==> config.mk <==
export PLATFORM = sky130hd
export DESIGN_NAME = pipeline_stall_controller
export DESIGN_NICKNAME = d
export VERILOG_FILES = /design/src/rtl/pipeline_stall_controller.sv
export SDC_FILE = /design/constraint.sdc
export NUM_CORES = 1
export LEC_CHECK = 0
export CORE_MARGIN = 3
export CORE_UTILIZATION = 50
export DETAILED_ROUTE_END_ITERATION = 7
export PLACE_DENSITY = 0.85
export SLEW_MARGIN = 20
export SYNTH_ARGS = -nofsm -noshare
export SYNTH_HDL_FRONTEND = slang
export SYNTH_SLANG_ARGS = --single-unit
export TNS_END_PERCENT = 20
==> constraint.sdc <==
create_clock -name i_clk -period 4.5 [get_ports i_clk]
set_input_delay 0.9 -clock i_clk [delete_from_list [all_inputs] [get_ports i_clk]]
set_output_delay 0.9 -clock i_clk [all_outputs]
set_load 0.02 [all_outputs]
==> src/rtl/pipeline_stall_controller.sv <==
// ---------------------------------------------------------------------------
// pipeline_stall_controller
//
// Stall/flush sequencer for a 5-stage pipeline. One prioritised FSM
// (RUN, MEM_WAIT, HALTED, STEP) arbitrates between:
//   - multi-cycle data-memory waits (whole pipe frozen),
//   - taken-branch flushes of IF/ID and ID/EX,
//   - load-use hazards (PC and IF/ID held, one bubble into ID/EX),
//   - debug halt and single-step.
//
// The control outputs are combinational from the state and the current inputs,
// so they take effect in the same cycle. o_halted, o_mem_timeout and
// o_stall_count are registered.
//
// Ports
//   i_clk, i_reset        clock; synchronous active-high reset
//   i_ID_EX_MemRead/rd    load in EX and its destination register
//   i_IF_ID_rs1/rs2       source registers of the instruction in ID
//   i_branch_taken        EX resolved a taken branch this cycle
//   i_dmem_req/ack        data-memory request and completion
//   i_halt_req            debug halt request (level)
//   i_step_req            debug single-step request (pulse)
//   o_PC_write            PC enable
//   o_IF_ID_write         IF/ID enable
//   o_mux_control         inject bubble into ID/EX
//   o_IF_ID_flush         clear IF/ID
//   o_ID_EX_flush         clear ID/EX
//   o_pipe_enable         EX/MEM and MEM/WB enable
//   o_halted              debug session active (HALTED, STEP, or a step's mem wait)
//   o_mem_timeout         sticky memory-wait timeout fault
//   o_stall_count         saturating count of cycles with o_PC_write=0
// ---------------------------------------------------------------------------
module pipeline_stall_controller #(
    parameter int REG_ADDR_W  = 5,
    parameter int MEM_TIMEOUT = 16,
    parameter int CNT_W       = 16
) (
    input  logic                  i_clk,
    input  logic                  i_reset,
    input  logic                  i_ID_EX_MemRead,
    input  logic [REG_ADDR_W-1:0] i_ID_EX_rd,
    input  logic [REG_ADDR_W-1:0] i_IF_ID_rs1,
    input  logic [REG_ADDR_W-1:0] i_IF_ID_rs2,
    input  logic                  i_branch_taken,
    input  logic                  i_dmem_req,
    input  logic                  i_dmem_ack,
    input  logic                  i_halt_req,
    input  logic                  i_step_req,
    output logic                  o_PC_write,
    output logic                  o_IF_ID_write,
    output logic                  o_mux_control,
    output logic                  o_IF_ID_flush,
    output logic                  o_ID_EX_flush,
    output logic                  o_pipe_enable,
    output logic                  o_halted,
    output logic                  o_mem_timeout,
    output logic [CNT_W-1:0]      o_stall_count
);
    localparam int                WAIT_W    = $clog2(MEM_TIMEOUT + 1);
    localparam logic [WAIT_W-1:0] WAIT_LAST = WAIT_W'(MEM_TIMEOUT - 1);
    localparam logic [CNT_W-1:0]  STALL_MAX = '1;

    typedef enum logic [1:0] {
        ST_RUN      = 2'd0,
        ST_MEM_WAIT = 2'd1,
        ST_HALTED   = 2'd2,
        ST_STEP     = 2'd3
    } state_t;

    state_t            state_reg, state_next;
    logic [WAIT_W-1:0] wait_cnt_reg, wait_cnt_next;
    logic              ret_halt_reg, ret_halt_next;
    logic              halted_reg;
    logic              mem_timeout_reg;
    logic [CNT_W-1:0]  stall_count_reg;

    logic load_use;
    logic mem_stall;
    logic apply_adv;     // this cycle follows the advance rules (branch/load-use/normal)
    logic timeout_set;
    logic adv_pc, adv_ifid, adv_mux, adv_flush;

    assign load_use  = i_ID_EX_MemRead && (i_ID_EX_rd != '0) &&
                       ((i_ID_EX_rd == i_IF_ID_rs1) || (i_ID_EX_rd == i_IF_ID_rs2));
    assign mem_stall = i_dmem_req && !i_dmem_ack;

    // Advance rules once a memory stall has been excluded. A taken branch
    // outranks load-use: the dependent instruction is on the wrong path and
    // gets flushed anyway, so no bubble is needed.
    always_comb begin
        adv_pc    = 1'b1;
        adv_ifid  = 1'b1;
        adv_mux   = 1'b0;
        adv_flush = 1'b0;
        if (i_branch_taken) begin
            adv_flush = 1'b1;
        end else if (load_use) begin
            adv_pc   = 1'b0;
            adv_ifid = 1'b0;
            adv_mux  = 1'b1;
        end
    end

    always_comb begin
        state_next    = state_reg;
        wait_cnt_next = wait_cnt_reg;
        ret_halt_next = ret_halt_reg;
        timeout_set   = 1'b0;
        apply_adv     = 1'b0;
        case (state_reg)
            ST_RUN, ST_STEP: begin
                if (mem_stall) begin
                    state_next    = ST_MEM_WAIT;
                    wait_cnt_next = '0;
                    // A step interrupted by memory must land back in HALTED.
                    ret_halt_next = (state_reg == ST_STEP);
                end else begin
                    apply_adv = 1'b1;
                    if ((state_reg == ST_STEP) || i_halt_req) begin
                        state_next = ST_HALTED;
                    end else begin
                        state_next = ST_RUN;
                    end
                end
            end
            ST_MEM_WAIT: begin
                // Halt/step requests are deliberately not looked at here.
                if (i_dmem_ack) begin
                    apply_adv     = 1'b1;
                    state_next    = ret_halt_reg ? ST_HALTED : ST_RUN;
                    wait_cnt_next = '0;
                    ret_halt_next = 1'b0;
                end else if (wait_cnt_reg == WAIT_LAST) begin
                    timeout_set   = 1'b1;
                    state_next    = ST_HALTED;
                    wait_cnt_next = '0;
                    ret_halt_next = 1'b0;
                end else begin
                    wait_cnt_next = wait_cnt_reg + 1'b1;
                end
            end
            ST_HALTED: begin
                if (i_step_req) begin
                    state_next = ST_STEP;
                end else if (!i_halt_req) begin
                    state_next = ST_RUN;
                end
            end
            default: state_next = ST_RUN;
        endcase
    end

    assign o_PC_write    = !i_reset && apply_adv && adv_pc;
    assign o_IF_ID_write = !i_reset && apply_adv && adv_ifid;
    assign o_mux_control = !i_reset && apply_adv && adv_mux;
    assign o_IF_ID_flush = !i_reset && apply_adv && adv_flush;
    assign o_ID_EX_flush = !i_reset && apply_adv && adv_flush;
    assign o_pipe_enable = !i_reset && apply_adv;

    always_ff @(posedge i_clk) begin
        if (i_reset) begin
            state_reg       <= ST_RUN;
            wait_cnt_reg    <= '0;
            ret_halt_reg    <= 1'b0;
            halted_reg      <= 1'b0;
            mem_timeout_reg <= 1'b0;
            stall_count_reg <= '0;
        end else begin
            state_reg    <= state_next;
            wait_cnt_reg <= wait_cnt_next;
            ret_halt_reg <= ret_halt_next;
            // The debug session stays visible through a step and through
            // the memory wait of a step.
            halted_reg   <= (state_next == ST_HALTED) || (state_next == ST_STEP) ||
                            ((state_next == ST_MEM_WAIT) && ret_halt_next);
            if (timeout_set) begin
                mem_timeout_reg <= 1'b1;
            end
            if (!o_PC_write && (stall_count_reg != STALL_MAX)) begin
                stall_count_reg <= stall_count_reg + 1'b1;
            end
        end
    end

    assign o_halted      = halted_reg;
    assign o_mem_timeout = mem_timeout_reg;
    assign o_stall_count = stall_count_reg;

endmodule
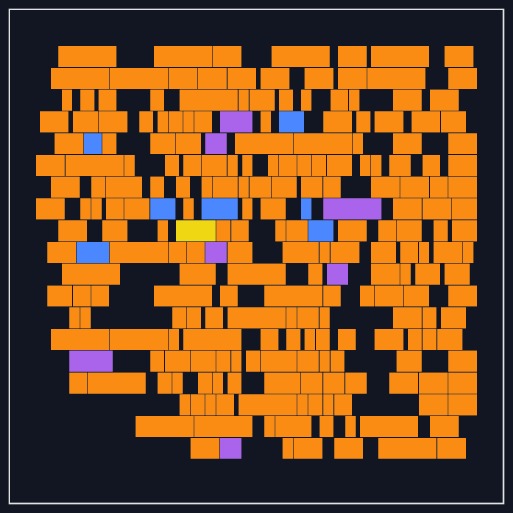
Fig. 1. Cells by drive strength.
Scale: 8 px per um.
size	color	cells	share
x2	blue	7	3.0%
x6 and larger	yellow	1	0.43%
x3 and x4	purple	7	3.0%
x1 and smaller	orange	218	94%

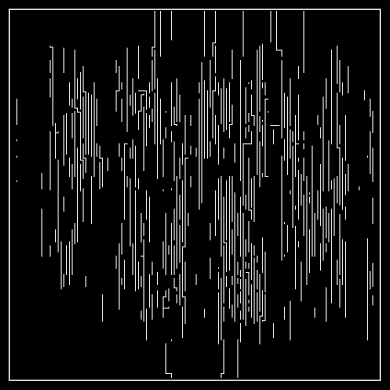
Fig. 2. Metal 2.
Scale: 6 px per um.
share of all routed wire	50%
main direction	vertical
longest straight run	23.5 um
overall routed net length: 3891 um
Vias: 1528
M2 GR Usage: 39.31%

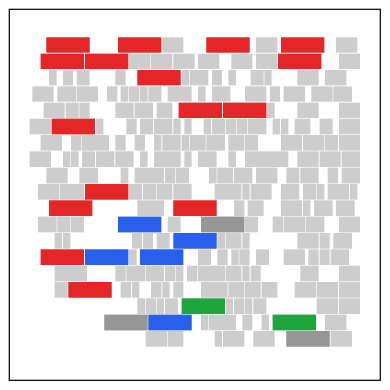
Fig. 3. Where the registers sit.
Scale: 6 px per um. Other sequential cells in the stronger gray, the rest of the logic in the fainter gray.
name in the netlist	color	sequential cells
state_reg	green	2
wait_cnt_reg	blue	5
o_stall_count	red	16

==> flow_summary_export.csv <==
group,metric,value,unit
grt,grt_pass1_vias,1495,
drt,drt_first_pass_iters,4,
critical_path,critPathMaxFanout,7,
grt,grt_max_degree,28,
pwr,p_sw_share,37.28,%
flow_run,warnings,29,
synthesis,yosys-stat-cells,187,
finish,fillers,238,
critical_path,path_depth,5,
floorplanning,die_w,61.59,um
clock_tree,numCtsBuffers,3,
finish,finish.utilization,72.28,%
floorplanning,core_area,2853,sq um
placed_design,place_ws,0.7018,ns
sta,layout_setup_ws,0.6946,ns
critical_path,r2r_start,"state_reg[0]",
pwr,clockPowerShare,17.3,%
min_path,hold_path.class,"reg -> reg",
critical_path,r2r_end,"o_stall_count[4]",
sta,skew,0.006916,ns
drt,drcViolationCount,0,
finish,final_area,2062,sq um
synthesis,synth_dominant_cell_count,"dfxtp_1",
pwr,p_leak,0.7587,nW
sta,rsz0062_at_grt,"false",
sta,finalSetupTns,0,ns
grt,antenna_found_initial,0,
min_path,whs_endpoint,"wait_cnt_reg[4]",
synthesis,yosysWarnings,0,
pwr,finalPower,0.0006844,W
sta,maxSlewViolCount,0,
synthesis,yosys_area,1545,sq um
grt,gr-total-overflow,0,
critical_path,required,3.60,ns
clock_tree,cts_buffer_depth,2,
floorplanning,initCoreUtil,54.17,%
grt,grt-busiest-layer,"met2",
finish,diodes,0,
drt,viasPerCell,5.788,
sta,hold_viol,0,
grt,track_usage,21.13,%
critical_path,cp_data_arrival_time,2.91,ns
finish,drive_gt1_share,6.438,%
critical_path,rrSetupSlack,1.99,ns
drt,route.detailed.wl_per_inst,14.74,um
sta,fmax,0.2628,GHz
run_status,status,"finished clean",
finish,largest_reg_flops,16,
synthesis,syn-cell-area,1545,sq um
pwr,power_leader,"combinational cells",
floorplanning,rows,19,
placed_design,numPortBuffers,46,
pwr,p_comb,0.000294,W
synthesis,topCellsByArea,"dfxtp_1 34%, xnor2_1 9.1%, a21oi_1 4.9%",
critical_path,critPathSlowestCell,"clkdlybuf4s50_1",
critical_path,slowest_delay,0.71,ns
clock_tree,cts_tree,"done",
finish,area_delta_synth_final,33.44,%
grt,use_met1,22.73,%
pwr,power_density,331.9,nW/um^2
clock_tree,clock_latency,0.32,ns
critical_path,start_kind,"input pin",
synthesis,synthFlopType,"dfxtp_1",
synthesis,synthTopCellsByCount,"26 x dfxtp_1, 17 x nand2_1, 17 x nor2_1",
pwr,pwr-share-comb,42.9,%
drt,drt_iter0_markers,45,
sta,fin_crit_sh,84.57,%
synthesis,synth-edff-count,0,
clock_tree,cts_resized,0,
finish,regArea,520.5,sq um
pwr,intPower,0.0004293,W
synthesis,syn-num-nets,216,
clock_tree,cts_setup_buffers,0,
placed_design,dpl_cell_area,2026,sq um
min_path,hold_start,"wait_cnt_reg[4]",
synthesis,synth_cells,187,
clock_tree,clock-sinks,26,
pwr,seq_power_share,39.8,%
critical_path,startpoint,"i_ID_EX_rd[0]",
placed_design,hpwl,3024,um
critical_path,crit_path_end,"o_IF_ID_write",
critical_path,crit_path_end_kind,"primary output",
synthesis,synth_cell_types,44,
floorplanning,dieArea,3793,sq um
grt,grt_pass1_wl,6058,um
critical_path,worstSetupPathType,"in -> out",
drt,ant_nets,0,
sta,min_period,3.805,ns
critical_path,r2r_cells,8,
clock_tree,htreeDepth,1,
floorplanning,io_pins,47,
## layout by cell type (no fill, tap or decap), types with 4 or more instances in the layout
cell | netlist | final
a21oi_1 | 15 | 15
dfxtp_1 | 26 | 26
ha_1 | 6 | 6
nand2b_1 | 5 | 5
nand2_1 | 17 | 17
inv_1 | 9 | 9
nand3_1 | 8 | 8
and3_1 | 4 | 4
xnor2_1 | 16 | 16
clkdlybuf4s50_1 | 0 | 46
nand4_1 | 4 | 4
nor2_1 | 17 | 17
o21ai_0 | 9 | 9
nor2b_1 | 5 | 5
## per-layer routing
metal / vias to the layer above / wire length, um
met4: 0 / 81
met2: 63 / 1927
met1: 699 / 1606
met3: 9 / 276
met5: - / 0
li1: 757 / -
## cell families (layout without fill, tap and decap cells)
kind of cell | Yosys count | count (layout) | share of synthesized area [%]
adder cells (fa/ha/maj) | 6 | 6 | 4.858
multiplexers | 3 | 3 | 2.348
AND/OR/NAND/NOR | 74 | 74 | 25.02
XOR/XNOR | 17 | 17 | 9.635
AND-OR/OR-AND | 46 | 46 | 20.32
buffers and inverters | 15 | 61 | 4.129
flip-flops | 26 | 26 | 33.68
## worst register-to-register path: stages, from the launching register on
cell and delay (ns):
dfxtp_1 0.39, inv_1 0.11, ha_1 0.41, o21a_1 0.23
o21ai_2 0.25, o22ai_4 0.14, a211oi_2 0.37, and3_1 0.23
mux2_4 0.29
## final cells by class
cell class / count / area share, %
clock buffer: 4 / 1.760
inverter: 10 / 1.820
multi-input combinational: 146 / 46.60
sequential: 26 / 25.24
tap: 31 / 1.881
timing repair buffer: 47 / 22.69
Power and IR drop assume default switching activity.
